### src/rtl/nb_ctrl_pkg.sv
// Shared definitions for the instruction-decode controller and its code sequencer:
// field widths, opcodes, instruction word layout and sequencer states.
package nb_ctrl_pkg;

    localparam int OP_SIZE      = 4;
    localparam int PARAM_A_SIZE = 4;
    localparam int PARAM_B_SIZE = 4;

    localparam logic [OP_SIZE-1:0] SET_ACT_DENSE     = 4'd1;
    localparam logic [OP_SIZE-1:0] SET_COST          = 4'd2;
    localparam logic [OP_SIZE-1:0] LOAD_WEIGHT       = 4'd3;
    localparam logic [OP_SIZE-1:0] LOAD_INPUT_LABEL  = 4'd4;
    localparam logic [OP_SIZE-1:0] SET_LEARNING_RATE = 4'd5;
    localparam logic [OP_SIZE-1:0] UPDATE_WEIGHT     = 4'd6;
    localparam logic [OP_SIZE-1:0] STALL             = 4'd7;
    localparam logic [OP_SIZE-1:0] LOAD_Z            = 4'd8;

    typedef struct packed {
        logic [OP_SIZE-1:0]      op;
        logic [PARAM_A_SIZE-1:0] param_a;
        logic [PARAM_B_SIZE-1:0] param_b;
    } instr_t;

    typedef enum logic [1:0] {
        ST_IDLE,
        ST_FETCH,
        ST_RUN,
        ST_DONE
    } seq_state_t;

endpackage

### src/rtl/code_memory.sv
// Program store: one synchronous write port and one combinational read port.
// Out-of-range write addresses are dropped rather than aliased.
module code_memory #(
    parameter int DEPTH  = 64,
    parameter int ADDR_W = $clog2(DEPTH),
    parameter int WIDTH  = 12
) (
    input  logic              clk,
    input  logic              wr_en,
    input  logic [ADDR_W-1:0] wr_addr,
    input  logic [WIDTH-1:0]  wr_data,
    input  logic [ADDR_W-1:0] rd_addr,
    output logic [WIDTH-1:0]  rd_data
);

    logic [WIDTH-1:0] mem [DEPTH];
    logic [ADDR_W:0]  wr_addr_ext;
    logic             wr_addr_ok;

    assign wr_addr_ext = {1'b0, wr_addr};
    assign wr_addr_ok  = (wr_addr_ext < DEPTH[ADDR_W:0]);

    always_ff @(posedge clk) begin
        if (wr_en && wr_addr_ok) begin
            mem[wr_addr] <= wr_data;
        end
    end

    assign rd_data = mem[rd_addr];

endmodule

### src/rtl/code_sequencer.sv
// Steps through the program memory for the decode controller: fetches a line,
// counts cycles spent on it, and advances/rewinds on the controller's request.
module code_sequencer #(
    parameter int OP_SIZE      = nb_ctrl_pkg::OP_SIZE,
    parameter int PARAM_A_SIZE = nb_ctrl_pkg::PARAM_A_SIZE,
    parameter int PARAM_B_SIZE = nb_ctrl_pkg::PARAM_B_SIZE,
    parameter int CODE_DEPTH   = 64,
    parameter int ADDR_W       = $clog2(CODE_DEPTH)
) (
    input  logic                                      clk,
    input  logic                                      reset,
    input  logic                                      prog_we,
    input  logic [ADDR_W-1:0]                         prog_addr,
    input  logic [OP_SIZE+PARAM_A_SIZE+PARAM_B_SIZE-1:0] prog_data,
    input  logic [ADDR_W:0]                           prog_len,
    input  logic                                      start,
    input  logic                                      count_reset,
    input  logic                                      code_reset,
    input  logic                                      code_active,
    output logic [OP_SIZE-1:0]                        op,
    output logic [PARAM_A_SIZE-1:0]                   param_a,
    output logic [PARAM_B_SIZE-1:0]                   param_b,
    output logic [PARAM_A_SIZE+PARAM_B_SIZE-1:0]      param_c,
    output logic [31:0]                               code_count,
    output logic                                      enable,
    output logic [ADDR_W-1:0]                         pc,
    output logic                                      busy,
    output logic                                      done
);

    import nb_ctrl_pkg::*;

    localparam int INSTR_W = OP_SIZE + PARAM_A_SIZE + PARAM_B_SIZE;

    seq_state_t         state_reg, state_next;
    logic [ADDR_W-1:0]  pc_reg, pc_next;
    logic [ADDR_W:0]    len_reg, len_next;
    logic [INSTR_W-1:0] instr_reg, instr_next;
    logic [31:0]        count_reg, count_next;

    logic [ADDR_W-1:0]  rd_addr;
    logic [INSTR_W-1:0] rd_data;
    logic               mem_we;
    logic               last_line;

    code_memory #(
        .DEPTH  (CODE_DEPTH),
        .ADDR_W (ADDR_W),
        .WIDTH  (INSTR_W)
    ) u_code_memory (
        .clk     (clk),
        .wr_en   (mem_we),
        .wr_addr (prog_addr),
        .wr_data (prog_data),
        .rd_addr (rd_addr),
        .rd_data (rd_data)
    );

    assign last_line = ({1'b0, pc_reg} == (len_reg - 1'b1));

    always_comb begin
        state_next = state_reg;
        pc_next    = pc_reg;
        len_next   = len_reg;
        instr_next = instr_reg;
        count_next = count_reg;
        rd_addr    = pc_reg;
        mem_we     = 1'b0;

        case (state_reg)
            ST_IDLE, ST_DONE: begin
                // Program loading is only safe while nothing is executing.
                mem_we = prog_we;
                if (start) begin
                    len_next   = prog_len;
                    pc_next    = '0;
                    state_next = (prog_len == '0) ? ST_DONE : ST_FETCH;
                end
            end
            ST_FETCH: begin
                instr_next = rd_data;
                count_next = '0;
                state_next = ST_RUN;
            end
            ST_RUN: begin
                if (code_reset) begin
                    rd_addr    = '0;
                    pc_next    = '0;
                    instr_next = rd_data;
                    count_next = '0;
                end else if (code_active) begin
                    if (last_line) begin
                        // Last line keeps its instruction and count visible in DONE.
                        state_next = ST_DONE;
                    end else begin
                        rd_addr    = pc_reg + 1'b1;
                        pc_next    = pc_reg + 1'b1;
                        instr_next = rd_data;
                        count_next = '0;
                    end
                end else if (count_reset) begin
                    count_next = '0;
                end else if (count_reg != '1) begin
                    count_next = count_reg + 32'd1;
                end
            end
            default: state_next = ST_IDLE;
        endcase
    end

    always_ff @(posedge clk) begin
        if (reset) begin
            state_reg <= ST_IDLE;
            pc_reg    <= '0;
            len_reg   <= '0;
            instr_reg <= '0;
            count_reg <= '0;
        end else begin
            state_reg <= state_next;
            pc_reg    <= pc_next;
            len_reg   <= len_next;
            instr_reg <= instr_next;
            count_reg <= count_next;
        end
    end

    assign op         = instr_reg[INSTR_W-1 -: OP_SIZE];
    assign param_a    = instr_reg[PARAM_A_SIZE+PARAM_B_SIZE-1 -: PARAM_A_SIZE];
    assign param_b    = instr_reg[PARAM_B_SIZE-1:0];
    assign param_c    = {param_a, param_b};
    assign code_count = count_reg;
    assign pc         = pc_reg;
    assign enable     = (state_reg == ST_RUN);
    assign busy       = (state_reg == ST_FETCH) || (state_reg == ST_RUN);
    assign done       = (state_reg == ST_DONE);

endmodule
### config.mk
export PLATFORM = sky130hd
export DESIGN_NAME = code_sequencer
export DESIGN_NICKNAME = d
export VERILOG_FILES = /design/src/rtl/nb_ctrl_pkg.sv /design/src/rtl/code_memory.sv /design/src/rtl/code_sequencer.sv
export SDC_FILE = /design/constraint.sdc
export NUM_CORES = 1
export LEC_CHECK = 0
export CAP_MARGIN = 25
export CORE_ASPECT_RATIO = 0.9
export CORE_MARGIN = 4
export CORE_UTILIZATION = 35
export DETAILED_ROUTE_END_ITERATION = 8
export MAX_ROUTING_LAYER = met4
export PLACE_DENSITY = 0.53
export SYNTH_ARGS = -nofsm -noshare
export SYNTH_HDL_FRONTEND = slang
export SYNTH_SLANG_ARGS = --single-unit
export TNS_END_PERCENT = 10
### constraint.sdc
create_clock -name clk -period 4.8 [get_ports clk]
set_input_delay 0.96 -clock clk [delete_from_list [all_inputs] [get_ports clk]]
set_output_delay 0.96 -clock clk [all_outputs]
set_load 0.1 [all_outputs]
==> impl_metrics.csv, run 1 <==
group,metric,value,unit
finish,design_area,39600,sq um
global_route,antenna_found_initial,4,
clock_tree,hold_buffers,0,
sta,hold_slack,0.494,ns
worst_setup_path,cp-end-kind,"flop",
logic_synthesis,yosys-stat-cells,2119,
worst_setup_path,regToRegStartpoint,"len_reg[0]$_SDFFE_PP0P_",
floorplanning,die_area,101000,sq um
finish,largest_register_ffs,768,
floorplanning,fp.dieW,334,um
logic_synthesis,synth_top_flop_cell,"edfxtp_1",
floorplanning,rows,107,
worst_setup_path,arrival,5.06,ns
clock_tree,cts_resized,0,
floorplanning,die_h,301,um
drt,top_layer,"met4",
clock_tree,cts_buffers,88,
drt,totalWireLength,99300,um
drt,postRouteAntennaNets,0,
worst_setup_path,crit_type,"flop to flop",
clock_tree,root_buffer,"clkbuf_16",
global_route,grt_start_max_net_pins,65,
placed_design,post-place-cells,3506,
placed_design,routabilityCongestion,0.868,
worst_hold_path,hold_depth,2,
sta,fin_crit,4.46,ns
clock_tree,cts_buffer_depth,3,
logic_synthesis,netlist_instances,2119,
floorplanning,io_pins,93,
clock_tree,cts_tree,"yes",
clock_tree,cts_sinks,827,
sta,finClkSkew,0.0309,ns
power,peakVddDrop,515,uV
clock_tree,cts_setup_buffers,0,
logic_synthesis,simple_gate_area_share,8.60,%
logic_synthesis,yosys_area,33400,sq um
drt,routed-wl-met3,9720,um
drt,wl_met2,43400,um
power,p_leak,13.1,nW
placed_design,dp_hpwl,64900,um
sta,rsz0062_at_grt,"false",
global_route,grt_pass1_vias,19600,
drt,m1WireLength,44100,um
logic_synthesis,ys.flops,827,
sta,tightest_slew,1.02,ns
clock_tree,clk_latency,0.66,ns
finish,area_growth,18.4,%
run,maxCapViolCount,0,
clock_tree,path_clk_slew,0.06,ns
logic_synthesis,synth-async-reset-ratio,0,%
worst_hold_path,hp-class,"flop to flop",
drt,first_pass_iters,6,
status,status,"complete, no violations",
clock_tree,htreeDepth,3,
logic_synthesis,xor_area_share,0.943,%
placed_design,io_buffers,92,
placed_design,dpl_cell_area,36700,sq um
finish,lay_top_count,"edfxtp_1",
power,powerDensity,451,nW/um^2
floorplanning,initial_utilization,35.3,%
global_route,globalRouteTotalUtil,20.1,%
worst_hold_path,min_to,"len_reg[1]$_SDFFE_PP0P_",
sta,slew_violations,0,
global_route,grt_pass1_wl,143000,um
logic_synthesis,ys_warn_count,0,
drt,drtIter0Drc,2384,
drt,drc_errors,0,
logic_synthesis,mux_share,9.32,%
worst_hold_path,hp-start,"len_reg[1]$_SDFFE_PP0P_",
logic_synthesis,syn_nets,2157,
logic_synthesis,syn_avg_cell_area,15.8,sq um
finish,stdcell_count,3671,
worst_setup_path,rrSetupSlack,0.34,ns
sta,hold_viol_final,0,
logic_synthesis,adder_share,0.225,%
global_route,overflow,0,
run,tool_warnings,28,
logic_synthesis,ys_seq_share,72.5,%
logic_synthesis,synth_cell_types,78,
floorplanning,design.core.area,94700,sq um
drt,vias_per_cell,5.57,
worst_setup_path,crit_path_max_fanout,31,
finish,num-nets-final,2382,
drt,vias,20400,
worst_setup_path,crit_start,"len_reg[0]$_SDFFE_PP0P_",
finish,mostFrequentLayoutCells,"edfxtp_1 (768), nand2_1 (239), buf_4 (155)",
logic_synthesis,ys_sh_aoi,6.21,%
worst_setup_path,critPathCapture,"instr_reg[0]$_SDFFE_PP0P_",
logic_synthesis,enable_flop_cells,768,
drt,wire_per_inst,27.0,um
worst_setup_path,r2r_end,"instr_reg[0]$_SDFFE_PP0P_",
sta,slew_headroom,31.6,%
worst_setup_path,critPathLaunchType,"flop",
sta,max_freq,224,MHz
worst_setup_path,ff2ff_path_depth,13,
sta,final-setup-viol-count,0,
worst_setup_path,required,5.40,ns
logic_synthesis,top_logic_kind,"multiplexers",
sta,period_used_share,93.0,%
logic_synthesis,syn-cell-area,33400,sq um
finish,drive_gt1_share,18.5,%
power,total_power,0.0178,W
[run 1: worst max-delay path, stage by stage, from the launching register on]
cell      delay [ns]
dfxtp_1         0.40
inv_1           0.06
ha_1            0.31
xnor2_1         0.13
a211oi_1        0.25
o211ai_1        0.22
o21ai_0         0.55
o21a_2          0.60
buf_4           0.50
nand2_1         0.10
a32oi_1         0.26
a21oi_1         0.10
a21oi_1         0.68
o31a_1          0.23
[run 1: stage by stage]
stage | setup WS [ns] | setup TNS, ns
after floorplan | 0.924 | 0
after CTS | 0.353 | 0
after detailed placement | 0.0481 | 0
after global placement | -0.00572 | -0.00572
final | 0.337 | 0
after global routing | 0.0600 | 0
[run 1: report_power, final]
part | switching [W] | total (W) | internal [W]
Combinational | 0.00199 | 0.00286 | 0.000874
Clock | 0.00286 | 0.00684 | 0.00399
Sequential | 0.000150 | 0.00814 | 0.00799
Total | 0.00500 | 0.0178 | 0.0128
[run 1: layout make-up]
class | instances | area (sq um)
fill | 8403 | 55100
sequential | 827 | 24200
multi-input combinational | 1152 | 8520
timing repair buffer | 260 | 2280
clock buffer | 105 | 2270
tap | 1253 | 1570
clock inverter | 58 | 629
inverter | 15 | 56.3
antenna | 1 | 2.50
[run 1: per-layer routing]
metal	GRT usage, %	up-vias
li1	-	8768
met1	29.3	10500
met2	28.8	1001
met3	4.60	135
met4	4.19	0
met5	-	-
[run 1: cells in the mapped netlist, types with 18 or more instances]
library cell  number  area [sq um]
o21ai_0           21           105
nand4_1           32           200
mux4_2            93          2090
a21oi_1           77           385
clkbuf_1          56           210
buf_4             18           135
a22oi_1           28           210
o211ai_1          24           180
buf_2             36           180
mux2i_1           84           841
dfxtp_1           59          1180
nand3_1          112           561
nor3_1            21           105
edfxtp_1         768         23100
nand2_1          240           901
nor2_1           145           544
xor2_1            26           228
Run 1, where the registers sit:
Drawn at 1 px/um. Other sequential cells in the stronger gray, the rest of the logic in the fainter gray.
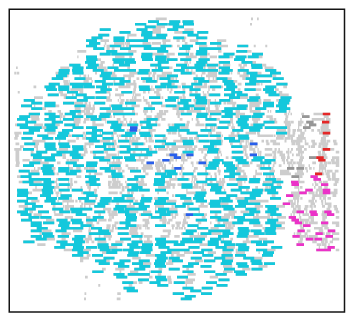
legend:
  code_count:
    color: magenta
    flops: 32
  u_code_memory.mem:
    color: cyan
    flops: 768
    where: all over the die
  instr_reg:
    color: blue
    flops: 12
    where: middle
  len_reg:
    color: red
    flops: 7
    where: right middle
Finished Core Util: 41.8%
Storage cell area: 24,200 sq um

Run 1, cell classes on the final placement:
Drawn at 1 px/um.
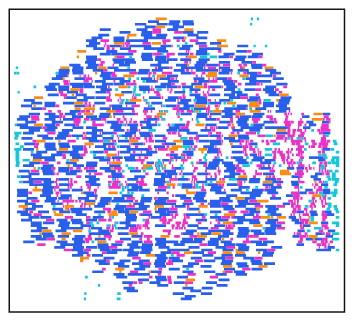
legend:
  combinational and other logic:
    color: magenta
    cells: 1,167
  clock drivers and dummy loads:
    color: orange
    cells: 163
  remaining buffers and delay cells:
    color: cyan
    cells: 260
  sequential cells:
    color: blue
    cells: 827

Run 1, clock distribution:
Drawn at 1 px/um.
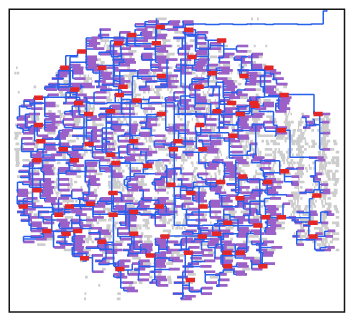
legend:
  clock wires:
    color: blue
    length: 10,100 um
  flip-flops:
    color: purple
    count: 827
  clock drivers:
    color: red
    count: 88
routed clock nets: 89
flops lie: all over the die

Run 1, port wiring:
Drawn at 1.5 px/um.
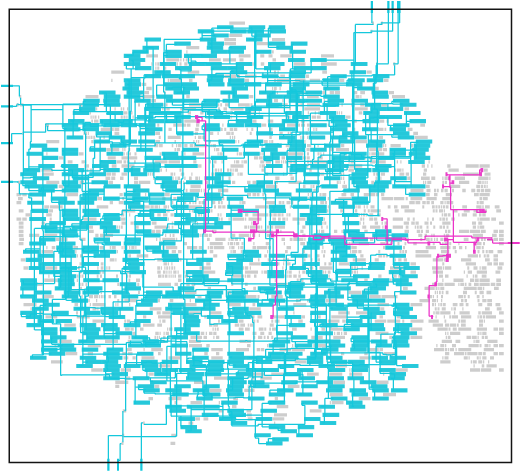

==> inputs of run 2 (changes only) <==
--- a/config.mk
+++ b/config.mk
@@ -12,6 +12,7 @@
 export DETAILED_ROUTE_END_ITERATION = 8
 export MAX_ROUTING_LAYER = met4
 export PLACE_DENSITY = 0.53
+export REMOVE_ABC_BUFFERS = 1
 export SYNTH_ARGS = -nofsm -noshare
 export SYNTH_HDL_FRONTEND = slang
 export SYNTH_SLANG_ARGS = --single-unit
Run 2, port wiring:
Drawn at 1.5 px/um.
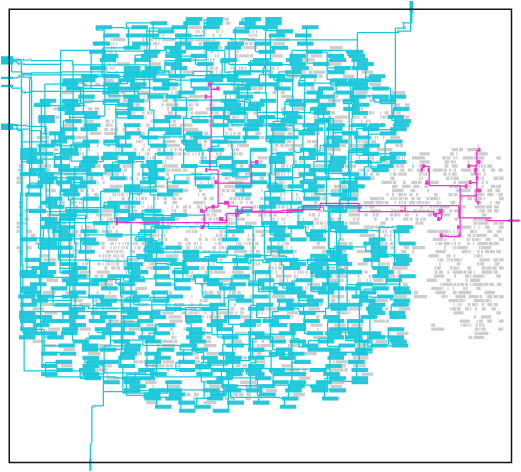
legend:
  reset:
    color: magenta
    bits: 1
    direction: input
    end_cells: 33
    buffers: 3
    wire: 814 um
  prog_data:
    color: cyan
    bits: 12
    direction: input
    end_cells: 768
    buffers: 24
    wire: 13,400 um

Run 2, clock distribution:
Drawn at 1 px/um.
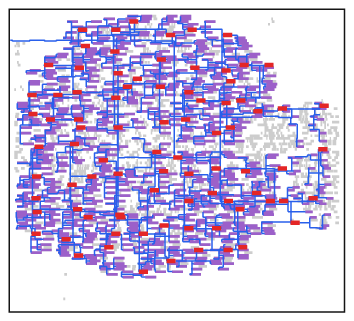
legend:
  flip-flops:
    color: purple
    count: 827
  clock wires:
    color: blue
    length: 9,960 um
  clock drivers:
    color: red
    count: 85
flops lie: all over the die

==> run 2 against run 1 <==
  * Synthesized area did not move
  * Critical path depth fell by 1
  * Sequential share of layout area barely moved
  * Clock skew rose by 0.030 ns
  * Synthesized cell count did not move
  * Via count fell by 0.60%
  * Final area barely moved
  * Core utilization barely moved
  * Count of clock-buffer cells in the layout fell by 7
  * Die area did not move
  * Critical endpoint unchanged
  * Largest power group unchanged
==> impl_metrics.csv, run 2 <==
group,metric,value,unit
status,status,"complete, no violations",
placed_design,io_buffers,92,
finish,fillers,8546,
drt,wire_per_inst,26.3,um
finish,stdcell_count,3664,
drt,wl_met2,41200,um
sta,max_freq,225,MHz
logic_synthesis,netlist_instances,2119,
sta,finalWorstSetupSlack,0.349,ns
logic_synthesis,enable_flop_cells,768,
placed_design,dp_hpwl,61900,um
drt,m1WireLength,44200,um
worst_setup_path,slowest_delay,0.59,ns
sta,fin_setup_tns,0,ns
logic_synthesis,synth_top_flop_cell,"edfxtp_1",
worst_setup_path,cp_cell_sequence,"xor2_1 -> a211oi_1 -> o211ai_1 -> o21ai_1 -> a211oi_4 -> buf_12 -> buf_4 -> mux4_2 -> a22oi_1 -> a31o_2 -> o211ai_1 -> o31a_1",
logic_synthesis,yosys-stat-cells,2119,
sta,hold_slack,0.495,ns
worst_hold_path,hp-class,"flop to flop",
logic_synthesis,yosys_area,33400,sq um
global_route,antenna_found_initial,0,
run,tool_warnings,27,
logic_synthesis,ys_seq_share,72.5,%
clock_tree,cts_setup_buffers,0,
finish,drive_gt1_share,18.4,%
placed_design,preCtsSetupSlack,-0.0384,ns
logic_synthesis,yosysMostFrequentCell,"edfxtp_1",
global_route,grt_use_met1,28.8,%
sta,tightest_slew,1.01,ns
drt,totalWireLength,96500,um
floorplanning,die_h,301,um
floorplanning,rows,107,
clock_tree,cts_resized,0,
clock_tree,hold_buffers,0,
sta,fin_crit,4.45,ns
logic_synthesis,synth-async-reset-ratio,0,%
clock_tree,path_clk_slew,0.06,ns
sta,period_used_share,92.7,%
drt,postRouteAntennaNets,0,
placed_design,post-place-cells,3506,
drt,routed-wl-met3,8620,um
logic_synthesis,yosys-top-cells-area,"edfxtp_1 (69%), mux4_2 (6.3%), dfxtp_1 (3.5%)",
logic_synthesis,ys.flops,827,
floorplanning,io_pins,93,
finish,finish.utilization,41.8,%
placed_design,dpl_cell_area,36700,sq um
power,powerDensity,449,nW/um^2
global_route,gr-usage-met3,4.31,%
sta,final-setup-viol-count,0,
finish,largest_register_ffs,768,
finish,area_growth,18.4,%
floorplanning,design.core.area,94700,sq um
drt,drc_errors,0,
power,total_power,0.0178,W
worst_setup_path,rrSetupSlack,0.35,ns
clock_tree,cts_buffer_depth,3,
floorplanning,fp.dieW,334,um
global_route,grt_util_met2,27.2,%
global_route,grt_pass1_wl,140000,um
logic_synthesis,common_cells,"edfxtp_1 (768), nand2_1 (240), nor2_1 (145)",
sta,finClkSkew,0.0612,ns
clock_tree,cts_sinks,827,
finish,mostFrequentLayoutCells,"edfxtp_1 (768), nand2_1 (239), buf_4 (151)",
worst_setup_path,cpMostUsedCell,"o211ai_1",
power,peakVddDrop,455,uV
global_route,grt_start_max_net_pins,65,
logic_synthesis,top_area_share,69.0,%
worst_setup_path,critPathLaunchType,"flop",
global_route,globalRouteTotalUtil,19.5,%
sta,slew_violations,0,
global_route,overflow,0,
global_route,busiest_layer,"met1",
worst_setup_path,required,5.33,ns
floorplanning,die_area,101000,sq um
logic_synthesis,synth_cell_types,78,
logic_synthesis,netlist.top_cell.by_area,"edfxtp_1",
logic_synthesis,syn_avg_cell_area,15.8,sq um
clock_tree,cts_tree,"yes",
finish,lay_top_count,"edfxtp_1",
finish,design_area,39600,sq um
worst_setup_path,crit_type,"flop to flop",
placed_design,routabilityCongestion,0.908,
run,maxCapViolCount,0,
logic_synthesis,syn-cell-area,33400,sq um
drt,vias,20300,
clock_tree,cts_buffers,85,
logic_synthesis,ys_warn_count,0,
sta,slew_headroom,32.6,%
sta,rsz0062_at_grt,"false",
run 2: cell types whose count changed in the layout (fill, tap and decap cells not counted), sizes merged:
| cell | delta |
|---|---|
| clkbuf | -6 |
| clkinvlp | -2 |
| inv | -2 |
| bufinv | +1 |
| clkinv | +1 |
| diode | +1 |
run 2: critical path, delay by kind of cell, from the launching register on:
kind	cells	cell delay [ns]
compound gates	8	2.25
flops	1	0.59
buf+inv	2	0.54
mux	1	0.51
xor+xnor	1	0.46
run 2: cell type report:
type,count,area (sq um),share of cell area (%)
Antenna cell,2,5.00,0.0126
Clock buffer,98,2220,5.61
Clock inverter,56,633,1.60
Inverter,15,56.3,0.142
Multi-Input combinational cell,1152,8520,21.5
Sequential cell,827,24200,61.3
Tap cell,1253,1570,3.96
Timing Repair Buffer,261,2330,5.89
run 2: cell families after synthesis:
| kind of cell | after synthesis | share of synthesized area (%) |
|---|---|---|
| flops | 827 | 72.5 |
| fa+ha+maj | 6 | 0.225 |
| mux | 193 | 9.32 |
| simple gates | 629 | 8.60 |
| compound gates | 288 | 6.21 |
| xor+xnor | 36 | 0.943 |
| buf+inv | 140 | 2.19 |
run 2: report_power, final:
part	internal [W]	switching, W
combinational	0.000880	0.00200
sequential	0.00799	0.000130
clock	0.00397	0.00280
total	0.0128	0.00493
run 2: worst paths after layout:
kind / start / end / depth (start not counted)
hold / removal: len_reg[6]$_SDFFE_PP0P_ / len_reg[6]$_SDFFE_PP0P_ / 2
hold reg to reg: len_reg[6]$_SDFFE_PP0P_ / len_reg[6]$_SDFFE_PP0P_ / 2
setup / recovery: pc[4]$_SDFFE_PP0P_ / instr_reg[0]$_SDFFE_PP0P_ / 12
setup reg to reg: pc[4]$_SDFFE_PP0P_ / instr_reg[0]$_SDFFE_PP0P_ / 12
No activity file was given, so power comes from the tool's default toggle rates.
